`src/rtl/gs_pkg.sv`:
```
// rtl/gs_pkg.sv - shared types and constants for the grayscale row scheduler
package gs_pkg;
    typedef enum logic [2:0] {IDLE, LOAD, FILL, COMP, DONE} gs_state_t;

    localparam int GS_IMG_W = 1280;
    localparam int GS_IMG_H = 960;
    localparam int GS_PIX_W = 12;
endpackage

```
`src/rtl/gs_row_sched_if.sv`:
```
// rtl/gs_row_sched_if.sv - SDRAM write-side 1 request bundle
interface gs_row_sched_if #(
    parameter int ADDR_W = 23
) ();
    logic              wr_req;
    logic [ADDR_W-1:0] wr_addr;
    logic              wr_load;
    logic              wr_full;

    modport master (output wr_req, output wr_addr, output wr_load, input wr_full);
    modport slave  (input wr_req, input wr_addr, input wr_load, output wr_full);
endinterface

```
`src/rtl/gs_addr_gen.sv`:
```
// rtl/gs_addr_gen.sv - wrapping write address counter
module gs_addr_gen #(
    parameter int ADDR_W    = 23,
    parameter int BASE_ADDR = 0,
    parameter int MAX_ADDR  = 307200
) (
    input  logic              clk,
    input  logic              rst,
    input  logic              clear_i,
    input  logic              advance_i,
    output logic [ADDR_W-1:0] addr_o
);
    localparam logic [ADDR_W-1:0] BASE = ADDR_W'(BASE_ADDR);
    localparam logic [ADDR_W-1:0] LAST = ADDR_W'(MAX_ADDR - 1);

    logic [ADDR_W-1:0] addr_q, addr_d;

    always_comb begin
        addr_d = addr_q;
        if (clear_i)
            addr_d = BASE;
        else if (advance_i)
            addr_d = (addr_q == LAST) ? BASE : addr_q + ADDR_W'(1);
    end

    always_ff @(posedge clk) begin
        if (rst)
            addr_q <= BASE;
        else
            addr_q <= addr_d;
    end

    assign addr_o = addr_q;
endmodule

```
`src/rtl/gs_row_sched.sv`:
```
// rtl/gs_row_sched.sv - row/column scheduler for the Bayer-to-grayscale write path
module gs_row_sched import gs_pkg::*; #(
    parameter int IMG_W     = GS_IMG_W,
    parameter int IMG_H     = GS_IMG_H,
    parameter int ADDR_W    = 23,
    parameter int BASE_ADDR = 0,
    parameter int MAX_ADDR  = 307200
) (
    input  logic                  clk,
    input  logic                  rst,
    input  logic                  frame_start,
    input  logic                  pix_dval,
    gs_row_sched_if.master        wr_if,
    output logic                  lb_clken,
    output logic                  avg_en,
    output logic [10:0]           col_cnt,
    output logic [9:0]            row_cnt,
    output logic                  frame_done,
    output logic                  ovf
);
    localparam logic [10:0] COL_LAST = 11'(IMG_W - 1);
    localparam logic [9:0]  ROW_LAST = 10'(IMG_H - 1);

    gs_state_t   state_q, state_d;
    logic [10:0] col_q, col_d;
    logic [9:0]  row_q, row_d;
    logic        avg_q, avg_d;
    logic        pend_q, pend_d;
    logic        ovf_q, ovf_d;
    logic        active, enter_load, pix_acc, wr_try, wr_req;

    assign active     = (state_q == FILL) || (state_q == COMP);
    // frame_start restarts from any state except LOAD, which is already a restart
    assign enter_load = frame_start && (state_q != LOAD);
    assign pix_acc    = active && pix_dval && !frame_start;
    // a restart (or reset) kills whatever write is still in the pipeline
    assign wr_try     = pend_q && !frame_start && !rst;
    assign wr_req     = wr_try && !wr_if.wr_full;

    always_comb begin
        state_d = state_q;
        col_d   = col_q;
        row_d   = row_q;
        ovf_d   = ovf_q;
        avg_d   = pix_acc && (state_q == COMP) && col_q[0];
        pend_d  = avg_q && !frame_start;
        if (enter_load) begin
            state_d = LOAD;
            col_d   = '0;
            row_d   = '0;
            ovf_d   = 1'b0;
        end else begin
            if (wr_try && wr_if.wr_full)
                ovf_d = 1'b1;
            case (state_q)
                IDLE: state_d = IDLE;
                LOAD: state_d = FILL;
                FILL, COMP: begin
                    if (pix_acc) begin
                        if (col_q == COL_LAST) begin
                            col_d = '0;
                            if (row_q == ROW_LAST) begin
                                row_d   = '0;
                                state_d = DONE;
                            end else begin
                                row_d   = row_q + 10'd1;
                                state_d = (state_q == FILL) ? COMP : FILL;
                            end
                        end else begin
                            col_d = col_q + 11'd1;
                        end
                    end
                end
                DONE:    state_d = IDLE;
                default: state_d = IDLE;
            endcase
        end
    end

    always_ff @(posedge clk) begin
        if (rst) begin
            state_q <= IDLE;
            col_q   <= '0;
            row_q   <= '0;
            avg_q   <= 1'b0;
            pend_q  <= 1'b0;
            ovf_q   <= 1'b0;
        end else begin
            state_q <= state_d;
            col_q   <= col_d;
            row_q   <= row_d;
            avg_q   <= avg_d;
            pend_q  <= pend_d;
            ovf_q   <= ovf_d;
        end
    end

    gs_addr_gen #(
        .ADDR_W    (ADDR_W),
        .BASE_ADDR (BASE_ADDR),
        .MAX_ADDR  (MAX_ADDR)
    ) u_addr_gen (
        .clk       (clk),
        .rst       (rst),
        .clear_i   (enter_load),
        .advance_i (wr_req),
        .addr_o    (wr_if.wr_addr)
    );

    assign wr_if.wr_req  = wr_req;
    assign wr_if.wr_load = (state_q == LOAD);
    assign lb_clken      = active && pix_dval;
    assign avg_en        = avg_q;
    assign frame_done    = (state_q == DONE);
    assign ovf           = ovf_q;
    assign col_cnt       = col_q;
    assign row_cnt       = row_q;
endmodule

```
`src/flat_wrapper.sv`:
```
// flat-port wrapper written by rule: the top's interface ports become plain ports
module gs_row_sched_flat import gs_pkg::*;
#(
    parameter int IMG_W     = GS_IMG_W,
    parameter int IMG_H     = GS_IMG_H,
    parameter int ADDR_W    = 23,
    parameter int BASE_ADDR = 0,
    parameter int MAX_ADDR  = 307200
)
  (clk, rst, frame_start, pix_dval, lb_clken, avg_en, col_cnt, row_cnt, frame_done, ovf, wr_if_wr_req, wr_if_wr_addr, wr_if_wr_load, wr_if_wr_full);
  gs_row_sched_if #(.ADDR_W(ADDR_W)) wr_if_i ();
  input  logic clk;
  input  logic rst;
  input  logic frame_start;
  input  logic pix_dval;
  output logic lb_clken;
  output logic avg_en;
  output logic [10:0] col_cnt;
  output logic [9:0] row_cnt;
  output logic frame_done;
  output logic ovf;
  output wire logic [$bits(wr_if_i.wr_req)-1:0] wr_if_wr_req;
  output wire logic [$bits(wr_if_i.wr_addr)-1:0] wr_if_wr_addr;
  output wire logic [$bits(wr_if_i.wr_load)-1:0] wr_if_wr_load;
  input wire logic [$bits(wr_if_i.wr_full)-1:0] wr_if_wr_full;
  assign wr_if_wr_req = wr_if_i.wr_req;
  assign wr_if_wr_addr = wr_if_i.wr_addr;
  assign wr_if_wr_load = wr_if_i.wr_load;
  assign wr_if_i.wr_full = wr_if_wr_full;
  gs_row_sched #(.IMG_W(IMG_W), .IMG_H(IMG_H), .ADDR_W(ADDR_W), .BASE_ADDR(BASE_ADDR), .MAX_ADDR(MAX_ADDR)) u_core (.clk(clk), .rst(rst), .frame_start(frame_start), .pix_dval(pix_dval), .wr_if(wr_if_i), .lb_clken(lb_clken), .avg_en(avg_en), .col_cnt(col_cnt), .row_cnt(row_cnt), .frame_done(frame_done), .ovf(ovf));
endmodule
```
`config.mk`:
```
export PLATFORM = sky130hd
export DESIGN_NAME = gs_row_sched_flat
export DESIGN_NICKNAME = d
export VERILOG_FILES = /design/src/rtl/gs_pkg.sv /design/src/rtl/gs_row_sched_if.sv /design/src/rtl/gs_addr_gen.sv /design/src/rtl/gs_row_sched.sv /design/src/flat_wrapper.sv
export SDC_FILE = /design/constraint.sdc
export NUM_CORES = 1
export LEC_CHECK = 0
export CORE_MARGIN = 4
export CORE_UTILIZATION = 40
export CTS_CLUSTER_SIZE = 14
export DETAILED_ROUTE_END_ITERATION = 8
export HOLD_SLACK_MARGIN = 0.03
export PLACE_DENSITY = 0.66
export SLEW_MARGIN = 20
export SYNTH_ARGS = -nofsm -noshare
export SYNTH_HDL_FRONTEND = slang
export SYNTH_SLANG_ARGS = --single-unit
```
`constraint.sdc`:
```
create_clock -name clk -period 3.5 [get_ports clk]
set_clock_uncertainty 0.15 [all_clocks]
set_input_delay 0.35 -clock clk [delete_from_list [all_inputs] [get_ports clk]]
set_output_delay 0.35 -clock clk [all_outputs]
set_load 0.005 [all_outputs]
```
Fig. 1: signal wires on met1
The bar under the picture is 20 microns long. Supply wires on this layer in gray.
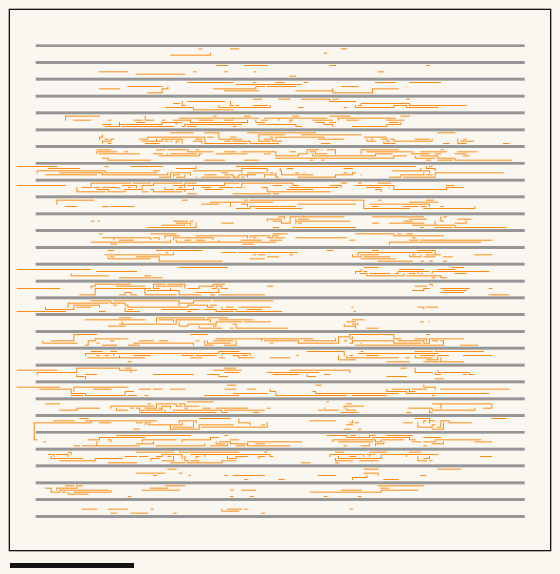
main direction: horizontal
nets with wire on the layer: 322
wire length on this layer: 2,970 microns
GR Layer Usage met1: 0.233
vias: 2,395

Fig. 2: metal 2
The bar under the picture is 20 microns long.
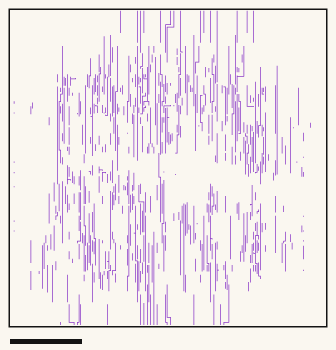
main direction: vertical
wire length on this layer: 2,750 microns
share of all routed wire: 46%
routed wire length: 6.02 mm
global routing met2 resource utilization: 0.264

==> results.sh <==
# source this file to load flow results
export IMPL_status="complete, no violations"
export IMPL_cp_start_kind="primary input"
export IMPL_placed_cell_area_sq_um=3140
export IMPL_met2_length_mm=2.75
export IMPL_dp_final_hpwl_mm=4.31
export IMPL_flop_area_sq_um=1000
export IMPL_xor_share=0.0487
export IMPL_wl_per_cell_microns=14.2
export IMPL_top_cell_area_share=0.397
export IMPL_design_core_area_sq_um=6030
export IMPL_yosys_area_share_aoi=0.170
export IMPL_place_ws_ns=0.615
export IMPL_final_area_sq_um=3230
export IMPL_drt_iter0_markers=130
export IMPL_worstPathMaxFanout=8
export IMPL_power_internal_uw=744
export IMPL_crit_top_cell="clkdlybuf4s50_1"
export IMPL_cts_setup_buffers=0
export IMPL_pwr_share_comb=0.039
export IMPL_core_util_floorplan=0.418
export IMPL_grt_pass1_vias=2257
export IMPL_synth_comb_largest_family="simple AND/OR/NAND/NOR gates"
export IMPL_cts_root_buffer_cell="clkbuf_8"
export IMPL_setup_viol=0
export IMPL_swShare=0.231
export IMPL_antenna_found_initial=0
export IMPL_io_buffers=54
export IMPL_globalRouteTotalUtil=0.170
export IMPL_bufAreaShareNonClock=0.179
export IMPL_synth_area_sq_um=2520
export IMPL_max_slew_margin=0.599
export IMPL_most_common_cell="dfxtp_1"
export IMPL_diodes=0
export IMPL_power_switching_uw=224
export IMPL_wl_met3_microns=227
export IMPL_fillCellCount=602
export IMPL_seq_share=0.310
